[src/rtl/coffee_machine_pkg.sv]
`default_nettype none
// ============================================================================
// Module : coffee_machine_pkg
// Brief  : Shared constants for the coffee-machine control stage: machine
//          state encodings, drink count, money/progress limits and a counter
//          width helper.
// Rev    : 1.0  initial release
// ============================================================================
package coffee_machine_pkg;

  // Machine state encodings (3-bit; 5..7 are illegal and recover to Waiting)
  localparam logic [2:0] ST_WAITING        = 3'd0;
  localparam logic [2:0] ST_SELECTION      = 3'd1;
  localparam logic [2:0] ST_PAYMENT        = 3'd2;
  localparam logic [2:0] ST_IMPLEMENTATION = 3'd3;
  localparam logic [2:0] ST_UNSUCCESSFUL   = 3'd4;

  localparam int         DRINK_COUNT = 4;
  localparam logic [7:0] MONEY_MAX   = 8'd99;
  localparam logic [7:0] PROCENT_MAX = 8'd100;

  // Width of a counter that runs 0..n-1 (at least one bit)
  function automatic int cnt_width(input int n);
    return (n > 1) ? $clog2(n) : 1;
  endfunction

endpackage
`default_nettype wire

[src/rtl/button_conditioner.sv]
`default_nettype none
// ============================================================================
// Module : button_conditioner
// Brief  : Conditions one raw active-low board button: 2-FF synchronizer,
//          debouncer that accepts a new level after DEBOUNCE_TICKS stable
//          clocks, and a one-clock press pulse on the accepted falling edge.
// Ports  : clk, rst_n (async active-low), button_n (raw, active-low),
//          press (1-clk pulse per accepted press)
// Rev    : 1.0  initial release
// ============================================================================
module button_conditioner
  import coffee_machine_pkg::*;
#(
  parameter int DEBOUNCE_TICKS = 500000
) (
  input  logic clk,
  input  logic rst_n,
  input  logic button_n,
  output logic press
);

  localparam int                CNT_W    = cnt_width(DEBOUNCE_TICKS);
  localparam logic [CNT_W-1:0]  CNT_LAST = CNT_W'(DEBOUNCE_TICKS - 1);

  logic [1:0]       r_sync;
  logic [CNT_W-1:0] r_cnt;
  logic             r_level;
  logic             r_level_d;
  logic             r_press;

  // Synchronizer and level registers reset to the released (high) level so
  // that leaving reset never produces a spurious press.
  always_ff @(posedge clk or negedge rst_n) begin
    if (!rst_n) begin
      r_sync    <= 2'b11;
      r_cnt     <= '0;
      r_level   <= 1'b1;
      r_level_d <= 1'b1;
      r_press   <= 1'b0;
    end else begin
      r_sync    <= {r_sync[0], button_n};
      r_level_d <= r_level;
      r_press   <= r_level_d & ~r_level;
      if (r_sync[1] == r_level) begin
        r_cnt <= '0;
      end else if (r_cnt == CNT_LAST) begin
        r_level <= r_sync[1];
        r_cnt   <= '0;
      end else begin
        r_cnt <= r_cnt + 1'b1;
      end
    end
  end

  assign press = r_press;

endmodule
`default_nettype wire

[src/rtl/coffee_machine_ctrl.sv]
`default_nettype none
// ============================================================================
// Module : coffee_machine_ctrl
// Brief  : Upstream control stage of the coffee machine. Conditions the four
//          raw buttons and runs the Waiting / Selection / Payment /
//          Implementation / Unsuccessful state machine.
// Ports  : clk, rst_n (async active-low); buttonWaiting, buttonLeft,
//          buttonRight, buttonSelection (raw, active-low);
//          state[2:0], selectionDrink[1:0], money[7:0], procent[7:0], brewDone
// Config : define COFFEE_PAY_TIMEOUT_EN to abort Payment after
//          PAY_TIMEOUT_TICKS clocks without an accepted press.
// Rev    : 1.0  initial release
// ============================================================================
module coffee_machine_ctrl
  import coffee_machine_pkg::*;
#(
  parameter int DEBOUNCE_TICKS    = 500000,
  parameter int PRICE0            = 15,
  parameter int PRICE1            = 20,
  parameter int PRICE2            = 25,
  parameter int PRICE3            = 30,
  parameter int COIN_VALUE        = 5,
  parameter int PROGRESS_TICKS    = 500000,
  parameter int DONE_TICKS        = 50000000,
  parameter int FAIL_TICKS        = 100000000,
  parameter int PAY_TIMEOUT_TICKS = 500000000
) (
  input  logic       clk,
  input  logic       rst_n,
  input  logic       buttonWaiting,
  input  logic       buttonLeft,
  input  logic       buttonRight,
  input  logic       buttonSelection,
  output logic [2:0] state,
  output logic [1:0] selectionDrink,
  output logic [7:0] money,
  output logic [7:0] procent,
  output logic       brewDone
);

  localparam int DRINK_W = $clog2(DRINK_COUNT);
  localparam int PROG_W  = cnt_width(PROGRESS_TICKS);
  localparam int DONE_W  = cnt_width(DONE_TICKS);
  localparam int FAIL_W  = cnt_width(FAIL_TICKS);
  localparam logic [PROG_W-1:0] PROG_LAST = PROG_W'(PROGRESS_TICKS - 1);
  localparam logic [DONE_W-1:0] DONE_LAST = DONE_W'(DONE_TICKS - 1);
  localparam logic [FAIL_W-1:0] FAIL_LAST = FAIL_W'(FAIL_TICKS - 1);

  // --------------------------------------------------------------------------
  // Button conditioning: index 0 Waiting, 1 Selection, 2 Left, 3 Right
  // --------------------------------------------------------------------------
  logic [3:0] w_raw;
  logic [3:0] w_pulse;

  assign w_raw = {buttonRight, buttonLeft, buttonSelection, buttonWaiting};

  for (genvar gi = 0; gi < 4; gi++) begin : g_btn
    button_conditioner #(
      .DEBOUNCE_TICKS (DEBOUNCE_TICKS)
    ) u_btn (
      .clk      (clk),
      .rst_n    (rst_n),
      .button_n (w_raw[gi]),
      .press    (w_pulse[gi])
    );
  end

  // Only the highest-priority pulse of a cycle is acted on
  logic w_go_wait, w_go_sel, w_go_left, w_go_right;
  assign w_go_wait  = w_pulse[0];
  assign w_go_sel   = w_pulse[1] & ~w_pulse[0];
  assign w_go_left  = w_pulse[2] & ~w_pulse[1] & ~w_pulse[0];
  assign w_go_right = w_pulse[3] & ~w_pulse[2] & ~w_pulse[1] & ~w_pulse[0];

  // --------------------------------------------------------------------------
  // State and datapath registers
  // --------------------------------------------------------------------------
  logic [2:0]         r_state, r_state_next;
  logic [DRINK_W-1:0] r_drink;
  logic [7:0]         r_money, r_procent;
  logic               r_brew_done;
  logic [PROG_W-1:0]  r_prog_cnt;
  logic [DONE_W-1:0]  r_done_cnt;
  logic [FAIL_W-1:0]  r_fail_cnt;

  logic [31:0] w_price;
  logic        w_money_ok;
  logic [8:0]  w_money_sum;
  logic [7:0]  w_money_inc;
  logic        w_pay_timeout;

  always_comb begin
    w_price = 32'(PRICE0);
    case (r_drink)
      2'd0:    w_price = 32'(PRICE0);
      2'd1:    w_price = 32'(PRICE1);
      2'd2:    w_price = 32'(PRICE2);
      default: w_price = 32'(PRICE3);
    endcase
  end

  assign w_money_ok  = {24'd0, r_money} >= w_price;
  assign w_money_sum = {1'b0, r_money} + 9'(COIN_VALUE);
  assign w_money_inc = (w_money_sum > {1'b0, MONEY_MAX}) ? MONEY_MAX : w_money_sum[7:0];

`ifdef COFFEE_PAY_TIMEOUT_EN
  localparam int IDLE_W = cnt_width(PAY_TIMEOUT_TICKS);
  localparam logic [IDLE_W-1:0] IDLE_LAST = IDLE_W'(PAY_TIMEOUT_TICKS - 1);
  logic [IDLE_W-1:0] r_idle_cnt;

  always_ff @(posedge clk or negedge rst_n) begin
    if (!rst_n) begin
      r_idle_cnt <= '0;
    end else if (r_state != ST_PAYMENT || r_state_next != r_state || (|w_pulse)) begin
      r_idle_cnt <= '0;
    end else begin
      r_idle_cnt <= r_idle_cnt + 1'b1;
    end
  end

  assign w_pay_timeout = (r_idle_cnt == IDLE_LAST);
`else
  // Timeout disabled: constant false for any legal (non-negative) setting
  assign w_pay_timeout = (PAY_TIMEOUT_TICKS < 0);
`endif

  // State register
  always_ff @(posedge clk or negedge rst_n) begin
    if (!rst_n) begin
      r_state <= ST_WAITING;
    end else begin
      r_state <= r_state_next;
    end
  end

  // Next-state logic
  always_comb begin
    r_state_next = r_state;
    case (r_state)
      ST_WAITING: begin
        if (w_go_wait) r_state_next = ST_SELECTION;
      end
      ST_SELECTION: begin
        if (w_go_wait)     r_state_next = ST_WAITING;
        else if (w_go_sel) r_state_next = ST_PAYMENT;
      end
      ST_PAYMENT: begin
        if (w_money_ok)                    r_state_next = ST_IMPLEMENTATION;
        else if (w_go_wait || w_go_left)   r_state_next = ST_UNSUCCESSFUL;
        else if (w_pay_timeout)            r_state_next = ST_UNSUCCESSFUL;
      end
      ST_IMPLEMENTATION: begin
        if (r_procent == PROCENT_MAX && r_done_cnt == DONE_LAST) r_state_next = ST_WAITING;
      end
      ST_UNSUCCESSFUL: begin
        if (r_fail_cnt == FAIL_LAST) r_state_next = ST_WAITING;
      end
      default: r_state_next = ST_WAITING;
    endcase
  end

  // Datapath: drink, money, progress and tick counters
  always_ff @(posedge clk or negedge rst_n) begin
    if (!rst_n) begin
      r_drink     <= '0;
      r_money     <= '0;
      r_procent   <= '0;
      r_brew_done <= 1'b0;
      r_prog_cnt  <= '0;
      r_done_cnt  <= '0;
      r_fail_cnt  <= '0;
    end else begin
      r_brew_done <= 1'b0;
      case (r_state)
        ST_WAITING: begin
          if (w_go_wait) begin
            r_drink   <= '0;
            r_money   <= '0;
            r_procent <= '0;
          end
        end
        ST_SELECTION: begin
          if (w_go_left)       r_drink <= r_drink - 1'b1;
          else if (w_go_right) r_drink <= r_drink + 1'b1;
        end
        ST_PAYMENT: begin
          if (r_state_next == ST_PAYMENT && w_go_right) r_money <= w_money_inc;
        end
        ST_IMPLEMENTATION: begin
          if (r_state_next == ST_WAITING) begin
            r_money   <= '0;
            r_procent <= '0;
          end else if (r_procent < PROCENT_MAX) begin
            if (r_prog_cnt == PROG_LAST) begin
              r_prog_cnt <= '0;
              r_procent  <= r_procent + 8'd1;
              if (r_procent == PROCENT_MAX - 8'd1) r_brew_done <= 1'b1;
            end else begin
              r_prog_cnt <= r_prog_cnt + 1'b1;
            end
          end else begin
            r_done_cnt <= r_done_cnt + 1'b1;
          end
        end
        ST_UNSUCCESSFUL: begin
          if (r_state_next == ST_WAITING) r_money    <= '0;
          else                            r_fail_cnt <= r_fail_cnt + 1'b1;
        end
        default: ;
      endcase
      // Every state change restarts all tick counters (overrides the above)
      if (r_state_next != r_state) begin
        r_prog_cnt <= '0;
        r_done_cnt <= '0;
        r_fail_cnt <= '0;
      end
    end
  end

  // Output logic
  always_comb begin
    state          = r_state;
    selectionDrink = r_drink;
    money          = r_money;
    procent        = r_procent;
    brewDone       = r_brew_done;
  end

endmodule
`default_nettype wire

[config.mk]
export PLATFORM = sky130hd
export DESIGN_NAME = coffee_machine_ctrl
export DESIGN_NICKNAME = d
export VERILOG_FILES = /design/src/rtl/coffee_machine_pkg.sv /design/src/rtl/button_conditioner.sv /design/src/rtl/coffee_machine_ctrl.sv
export SDC_FILE = /design/constraint.sdc
export NUM_CORES = 1
export LEC_CHECK = 0
export ABC_AREA = 1
export ABC_CLOCK_PERIOD_IN_PS = 2300
export CORE_ASPECT_RATIO = 0.8
export CORE_MARGIN = 3
export CORE_UTILIZATION = 40
export DETAILED_ROUTE_END_ITERATION = 16
export PLACE_DENSITY = 0.58
export SYNTH_ARGS = -nofsm -noshare
export SYNTH_HDL_FRONTEND = slang
export SYNTH_SLANG_ARGS = --single-unit
export TNS_END_PERCENT = 5
[constraint.sdc]
create_clock -name clk -period 2.3 [get_ports clk]
set_input_delay 0.69 -clock clk [delete_from_list [all_inputs] [get_ports clk]]
set_output_delay 0.69 -clock clk [all_outputs]
set_load 0.02 [all_outputs]
==> run_1/metal_density.png <==
The die is cut into 37 by 30 equal tiles; dark blue is low, red is high, scaled to the fullest tile. Values are wire area over tile area, all layers added.
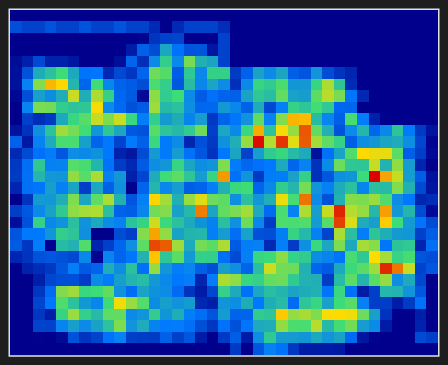
17% of the tiles are over half the peak. The emptiest ninth of the die: top right. 21% of the tiles are nearly empty. The mean over all tiles is 0.12. The fullest tile reaches 0.44.

==> run_1/placement.png <==
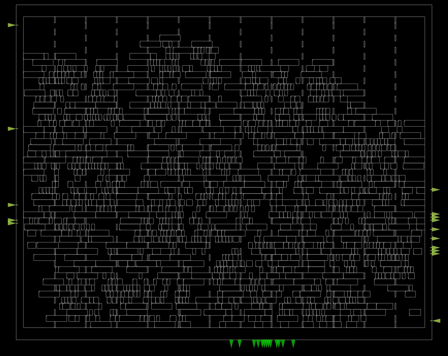
share of the core filled with cells in the final layout: 49.30%
Floorplan Core Area: 24820 µm²
number of well taps: 318

==> run_1/sizes.png <==
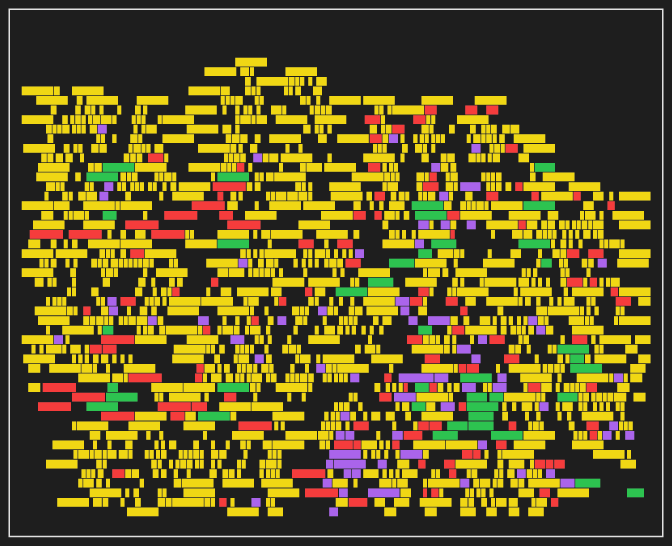
Key: _3 and _4 cells = purple [cells 69, share 5.0%, most used buf_4]; _0 and _1 cells = yellow [cells 1144, share 84%, most used nand2_1]; _2 cells = red [cells 114, share 8.3%, most used nor2_2]; _6 and larger = green [cells 40, share 2.9%, most used clkbuf_16]

==> metrics.cfg, run 1 <==
[setup_path]
r2r-start = selectionDrink[1]
cp.buffers_inverters = 3
timing.critical_path.required_ns = 2.62
slowest_delay_ns = 0.46
critical_path.endpoint_type = flop
timing.reg2reg.worst_path_depth = 18
timing.critical_path.mode_cell = nand2_1
r2r-end = money[5]

[drt]
drt_pre_antenna_iters = 4
wl_met3_um = 594
route.detailed.drc = 0
wl_met1_um = 11760
maxUsedRoutingLayer = met4
wl_met2_um = 8915
routed_wire_length_per_instance_um = 12.73
dr.first_iter.drc_count = 427

[yosys]
postSynthAreaPerCell_um2 = 8.142
synthesis.yosys.warnings = 0
yosysMostFrequentCell = nand2_1
ys_top_logic_family = simple AND/OR/NAND/NOR gates
postSynthSeqShare_pct = 46.40
ys_sh_xor_pct = 5.459
synth-simple-area-share_pct = 31.76
ys.flops = 190
synthTopCellsByArea = dfrtp_1 42%, nand2_1 8.5%, nor2_1 7.7%, inv_1 6.0%, xor2_1 4.2%
yosys-top-cells-count = 234 x nand2_1, 212 x nor2_1, 174 x dfrtp_1, 164 x inv_1, 76 x nand3_1

[pwr]
power.density_cell_area_nw_per_um2 = 527.7
combPwrFrac_pct = 2.4
power.clock.total_mw = 2.92
power.static_leakage_nw = 5.428
power.sequential.fraction_pct = 52.4
group_drawing_the_most_power = registers
p_total_mw = 6.458

[finish]
finalInstanceArea_um2 = 12240
final.signal_inverter_count = 168
multi_input_gate_share_of_total_cell_area_pct = 40.93
regMostFlops = g_btn.u_btn.r_cnt
lay_top_count = nand2_1
area.sequential_um2 = 4777
layout.nonclk_buf_share_pct = 6.819
largest_cell_class = multi-input combinational cells
nFillCells = 2375
area_share_clock_buf_inv_pct = 4.775
area_growth_pct = 18.92
insertedDiodeCount = 0
largest_reg_flops = 76
sequential_cell_total = 190

[grt]
grt_max_degree = 61
globalRouteMet1Util_pct = 24.78
global_route.overflow_total = 0
grt_antenna_before_repair = 0
use_met3_pct = 3.426

[cts]
cts_tree = yes
ctsHtreeMaxLevel = 4
cts-resized-gates = 25
clkLatencyLatePin_ns = 0.44
cts_root_buf = clkbuf_16

[floorplanning]
rows = 51
floorplan.die_area_um2 = 27700
floorplan.core_util_pct = 41.46

[min_path]
hold_class = in -> async

[placed_design]
post-place-ws_ns = -0.1260
io_buffer_count = 27
dp_hpwl_um = 15430
dp_cells = 1650

[run]
drv.max_cap_violation_count = 0
log.warning_count = 34

[sta]
timing_worst_slew_pin_value_ns = 0.4614
worst_slew_margin_rel_pct = 69.20
whs_ns = 0.1225
worst_clock_skew_ns = 0.009227
post-route-worst-setup-slack_ns = -0.04897
final_hold_viol_count = 0
final_period_minus_worst_setup_slack_ns = 2.349
setup_violations = 25
final_min_period_over_clock_period_pct = 102.1
rsz0062_at_grt = yes

[outcome]
result_of_the_run = finished with violations
failed_checks = setup timing

==> inputs of run 2 (changes only) <==
Settings changed: CAP_MARGIN set to 20.
==> run_2/clk_routes.png <==
Scale bar: 50 µm.
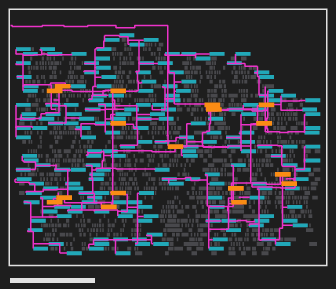
Key: clock wires = magenta [length 2530 µm]; clock drivers = orange [count 17]; flip-flops = cyan [count 190]
There are 18 routed clock nets.
clock skew: 0.009227 ns
clock latency reported for the late side of the worst-skew pair: 0.44 ns
Clock Power Share: 45.2%
power consumed by the clock network: 2.92 mW

==> run 2 against run 1 <==
Fmax stayed put. The flow still finishes with violations (setup timing). Clock power hardly changed. Sequential power about the same. Design area unchanged.
==> metrics.cfg, run 2 <==
[setup_path]
cp.buffers_inverters = 3
slowest_delay_ns = 0.46
critical_path.endpoint_type = flop
critPathKind = reg -> reg
crit_path_start_kind = flop
timing.reg2reg.worst_path_depth = 18
crit_path_top_delay_cell = dfrtp_2
setup.reg_to_reg.worst_slack_ns = -0.05
cp-startpoint = selectionDrink[1]
worst-path-stages = 18
cp_max_fo = 7
r2r-end = money[5]
critical_path_arrival_ns = 2.67
timing.critical_path.required_ns = 2.62
r2r-start = selectionDrink[1]
family_with_the_most_delay_on_the_worst_path = simple AND/OR/NAND/NOR gates
timing.critical_path.mode_cell = nand2_1
worstPathCellList = ha_4 -> nor2_2 -> nor2_1 -> ha_1 -> inv_1 -> nand2_1 -> nand2_1 -> nand2_1 -> nand2_1 -> nand2_2 -> nand3_4 -> nand3_4 -> buf_6 -> o21ai_2 -> nand3_2 -> buf_12 -> nand2_2 -> o21ai_2

[grt]
global_route.overflow_total = 0
globalRouteMet1Util_pct = 24.78
grt_pass1_wl_um = 36850
use_met3_pct = 3.426
gr-usage-met2_pct = 23.25
first_global_vias = 7672
grt_max_degree = 61
grt_antenna_before_repair = 0
busiest_layer = met1

[yosys]
synth_area_um2 = 10290
synthTopCellsByArea = dfrtp_1 42%, nand2_1 8.5%, nor2_1 7.7%, inv_1 6.0%, xor2_1 4.2%
synth.cellmix.compoundShare_pct = 6.261
fp_nets = 1291
yosys_most_used_dff = dfrtp_1
synth.yosys.chip_area_um2 = 10290
synth.area.mux_share_pct = 0.5350
post-synth-top-area-fraction_pct = 42.31
ys_top_logic_family = simple AND/OR/NAND/NOR gates
postSynthAreaPerCell_um2 = 8.142
synth-simple-area-share_pct = 31.76
syn-instance-count = 1264
synth.yosys.num_cells = 1264
synth-edff-count = 0
ys.flops = 190
yosys-top-cells-count = 234 x nand2_1, 212 x nor2_1, 174 x dfrtp_1, 164 x inv_1, 76 x nand3_1
ys_sh_xor_pct = 5.459
postSynthSeqShare_pct = 46.40
netlist-cell-type-count = 50
yosys.area_share.adder_pct = 2.553
yosysMostFrequentCell = nand2_1
synthesis.yosys.warnings = 0
ys_async_sr_fraction_pct = 100.0

[run]
log.warning_count = 34
drv.max_cap_violation_count = 0

[finish]
layout.area.comb_um2 = 5009
final_layout_size_suffix_gt1_share_pct = 16.31
mostFrequentLayoutCells = 223 x nand2_1, 192 x nor2_1, 172 x dfrtp_1, 161 x inv_1, 72 x nand3_1
layout_top_registers = g_btn.u_btn.r_cnt x76, r_fail_cnt x27, r_done_cnt x26
layout.nonclk_buf_share_pct = 6.819
num-multi-input-gates = 892
final-instance-count-excl-fill = 1685
seq_area_share_pct = 39.03
area.sequential_um2 = 4777
multi_input_gate_share_of_total_cell_area_pct = 40.93
largest_cell_class = multi-input combinational cells
final.signal_inverter_count = 168
area_share_clock_buf_inv_pct = 4.775
area_growth_pct = 18.92
final_net_count = 1381
share_of_the_core_filled_with_cells_in_the_final_layout_pct = 49.30
num-nonclk-buffers = 85
lay_top_count = nand2_1
regMostFlops = g_btn.u_btn.r_cnt
nFillCells = 2375
n_clock_buffer = 18
insertedDiodeCount = 0
finalInstanceArea_um2 = 12240
largest_reg_flops = 76

[floorplanning]
well_tap_count = 318
ports_placed_on_the_boundary = 28
core_um2 = 24820
die_y_um = 149.5
floorplan.core_util_pct = 41.46
dieWidth_um = 185.3
floorplan.die_area_um2 = 27700

[pwr]
ir_drop_v = 0.0005532
total_switching_power_mw = 1.591
power.internal_mw = 4.867
power.sequential.fraction_pct = 52.4
seq-power_mw = 3.38
combPwrFrac_pct = 2.4
group_drawing_the_most_power = registers
pg_comb_mw = 0.155
proportion_of_total_power_due_to_net_switching_pct = 24.63
p_total_mw = 6.458
power.density_cell_area_nw_per_um2 = 527.7
power.static_leakage_nw = 5.428

[placed_design]
dp_cells = 1650
dp_hpwl_um = 15430
io_buffer_count = 27
finalWeightedCongestion = 0.8353
placed_area_um2 = 11380
post-place-ws_ns = -0.1260

[outcome]
result_of_the_run = finished with violations
failed_checks = setup timing

[sta]
rsz0062_at_grt = yes
timing_worst_slew_pin_value_ns = 0.4614
setup_violations = 25
final_min_period_over_clock_period_pct = 102.1
final.setup.tns_ns = -0.5985
whs_ns = 0.1225
final_hold_viol_count = 0
achievable-frequency_mhz = 425.7
final_period_minus_worst_setup_slack_ns = 2.349
worst_slew_margin_rel_pct = 69.20
post-route-worst-setup-slack_ns = -0.04897

[drt]
wl_met1_um = 11760
routed_via_density = 4.861
drt_pre_antenna_iters = 4
wl_met3_um = 594
vias = 8190
wl_met2_um = 8915
routed_wire_length_per_instance_um = 12.73
drt_wl_total_um = 21450
dr.first_iter.drc_count = 427
maxUsedRoutingLayer = met4
route.detailed.drc = 0

[min_path]
hold_class = in -> async

[cts]
cts-resized-gates = 25
cts_tree = yes
cts.sinks = 190
max-clock-path-buffers = 2
ctsHtreeMaxLevel = 4
postCtsHoldBufs = 0
cts_setup_buffers = 2
cts_made_buffers = 17
cts_root_buf = clkbuf_16

==> run_2/placement.png <==
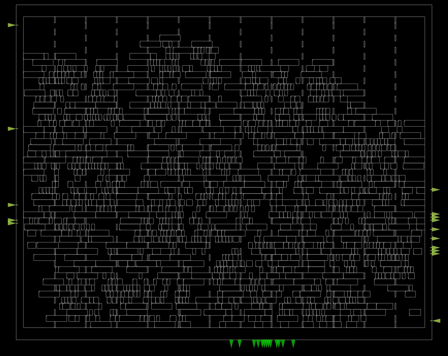
registers: 190
std cell rows: 51

==> run_2/sizes.png <==
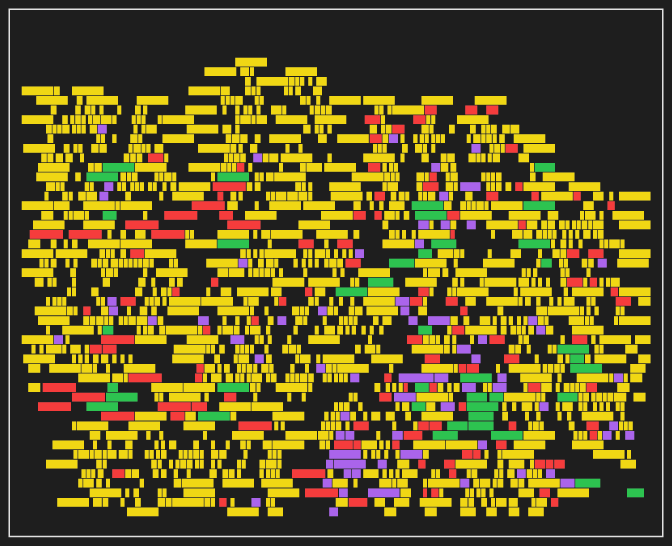

==> inputs of run 3 (changes only) <==
Settings changed: PLACE_DENSITY 0.58 to 0.56.
==> run_3/sizes.png <==
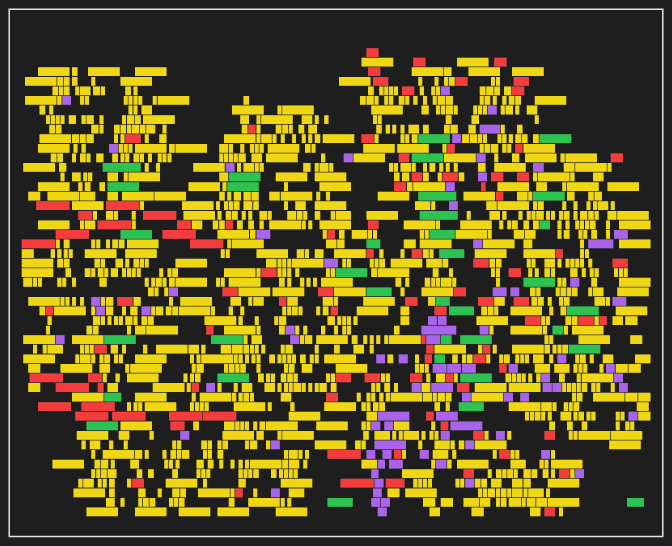
Key: _6 and larger = green [cells 35, share 2.5%, most used clkbuf_16]; _3 and _4 cells = purple [cells 81, share 5.9%, most used buf_4]; _2 cells = red [cells 97, share 7.1%, most used nor3_2]; _0 and _1 cells = yellow [cells 1160, share 84%, most used nand2_1]
Signal buffers: 91
Finished Cell Area: 12240 µm²
setup ws final: -0.1189 ns
Layout Area Growth over Synthesis: 18.94%

==> run_3/metal_density.png <==
The die is cut into 37 by 30 equal tiles; dark blue is low, red is high, scaled to the fullest tile. Values are wire area over tile area, all layers added.
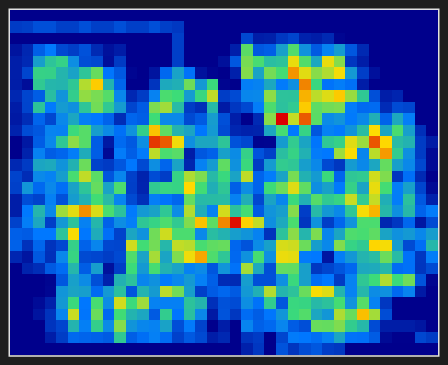
19% of the tiles are nearly empty. The densest ninth of the die: middle. The fullest tile reaches 0.46. 16% of the tiles are over half the peak.
total number of vias: 8377
Routed wire per std cell: 13.13 µm

==> run 3 against run 2 <==
The flow still finishes with violations (setup timing). Sequential cell count unchanged. Area after synthesis unchanged. Critical path depth decreased by 1. Non-clock buffer count increased by 6. Combinational power about the same. Critical path type unchanged. Critical endpoint is now r_fail_cnt[19]. Die size unchanged. Via count increased by 2.3%. Final cell count increased by 0.36%. Sequential share of layout area about the same. Largest power group unchanged. Power increased by 2.9%. Design area about the same.
==> metrics.cfg, run 3 <==
[sta]
final_hold_viol_count = 0
setup_violations = 72
worst_clock_skew_ns = 0.01694
final.setup.tns_ns = -3.783
timing_worst_slew_pin_value_ns = 0.4834
final_period_minus_worst_setup_slack_ns = 2.419
rsz0062_at_grt = yes
final_min_period_over_clock_period_pct = 105.2
achievable-frequency_mhz = 413.4
post-route-worst-setup-slack_ns = -0.1189
whs_ns = 0.1953
worst_slew_margin_rel_pct = 67.74

[drt]
wl_met2_um = 9517
routed_via_density = 4.954
route.detailed.drc = 0
wl_met3_um = 608
wl_met1_um = 11880
drt_pre_antenna_iters = 4
maxUsedRoutingLayer = met4
dr.first_iter.drc_count = 493

[cts]
clkLatencyLatePin_ns = 0.45
cts.sinks = 190
cts_setup_buffers = 1
ctsHtreeMaxLevel = 4
cts_made_buffers = 17
postCtsHoldBufs = 0
cts_root_buf = clkbuf_16
max-clock-path-buffers = 2
cts_tree = yes
cts-resized-gates = 29

[grt]
gr-usage-met2_pct = 25.40
grt_pass1_wl_um = 38800
use_met3_pct = 3.329
first_global_vias = 7992
grt_max_degree = 50
busiest_layer = met1
globalRouteMet1Util_pct = 25.67
grt_antenna_before_repair = 0
global_route.overflow_total = 0

[setup_path]
crit_path_top_delay_cell = dfrtp_2
family_with_the_most_delay_on_the_worst_path = simple AND/OR/NAND/NOR gates
critical_path.endpoint_type = flop
cp-startpoint = selectionDrink[1]
critical_path_arrival_ns = 2.79
slowest_delay_ns = 0.44
timing.critical_path.required_ns = 2.67
worst-path-stages = 17
timing.reg2reg.worst_path_depth = 17
timing.critical_path.mode_cell = nand2_1
crit_path_start_kind = flop
r2r-start = selectionDrink[1]
cp_max_fo = 22
critPathKind = reg -> reg
r2r-end = r_fail_cnt[19]
setup.reg_to_reg.worst_slack_ns = -0.12

[yosys]
post-synth-top-area-fraction_pct = 42.31
postSynthSeqShare_pct = 46.40
yosys-top-cells-count = 234 x nand2_1, 212 x nor2_1, 174 x dfrtp_1, 164 x inv_1, 76 x nand3_1
ys_async_sr_fraction_pct = 100.0
ys_sh_xor_pct = 5.459
synthTopCellsByArea = dfrtp_1 42%, nand2_1 8.5%, nor2_1 7.7%, inv_1 6.0%, xor2_1 4.2%
synth.cellmix.compoundShare_pct = 6.261
netlist-cell-type-count = 50
synth_area_um2 = 10290
syn-instance-count = 1264
synth.yosys.chip_area_um2 = 10290
ys_top_logic_family = simple AND/OR/NAND/NOR gates
yosys.area_share.adder_pct = 2.553
synth.area.mux_share_pct = 0.5350
fp_nets = 1291
synthesis.yosys.warnings = 0
synth-edff-count = 0
synth.yosys.num_cells = 1264
synth-simple-area-share_pct = 31.76
yosys_most_used_dff = dfrtp_1
ys.flops = 190
postSynthAreaPerCell_um2 = 8.142

[placed_design]
finalWeightedCongestion = 0.8193
dp_cells = 1655
dp_hpwl_um = 15800
io_buffer_count = 27
placed_area_um2 = 11390
post-place-ws_ns = -0.08979

[finish]
multi_input_gate_share_of_total_cell_area_pct = 40.66
final-instance-count-excl-fill = 1691
layout_top_registers = g_btn.u_btn.r_cnt x76, r_fail_cnt x27, r_done_cnt x26
layout.area.comb_um2 = 4977
sequential_cell_total = 190
final_net_count = 1387
lay_top_count = nand2_1
insertedDiodeCount = 0
area_share_clock_buf_inv_pct = 4.937
regMostFlops = g_btn.u_btn.r_cnt
share_of_the_core_filled_with_cells_in_the_final_layout_pct = 49.31
nFillCells = 2374
n_clock_buffer = 21
mostFrequentLayoutCells = 231 x nand2_1, 194 x nor2_1, 172 x dfrtp_1, 162 x inv_1, 74 x nand3_1
num-multi-input-gates = 892
area.sequential_um2 = 4777
layout.nonclk_buf_share_pct = 6.930
seq_area_share_pct = 39.03
final_layout_size_suffix_gt1_share_pct = 15.51
largest_cell_class = multi-input combinational cells
largest_reg_flops = 76
final.signal_inverter_count = 168

[pwr]
combPwrFrac_pct = 2.4
power.sequential.fraction_pct = 50.9
ir_drop_v = 0.0005506
power.density_cell_area_nw_per_um2 = 543.0
power.static_leakage_nw = 5.406
pg_comb_mw = 0.158
total_switching_power_mw = 1.477
proportion_of_total_power_due_to_net_switching_pct = 22.22
seq-power_mw = 3.39
p_total_mw = 6.647
group_drawing_the_most_power = registers
power.internal_mw = 5.170

[floorplanning]
well_tap_count = 318
floorplan.core_util_pct = 41.46
core_um2 = 24820
die_y_um = 149.5
dieWidth_um = 185.3
floorplan.die_area_um2 = 27700
ports_placed_on_the_boundary = 28

[run]
drv.max_cap_violation_count = 0
log.warning_count = 34

[outcome]
result_of_the_run = finished with violations
failed_checks = setup timing

[min_path]
hold_class = in -> async

Power is estimated from default activity; no workload was simulated.
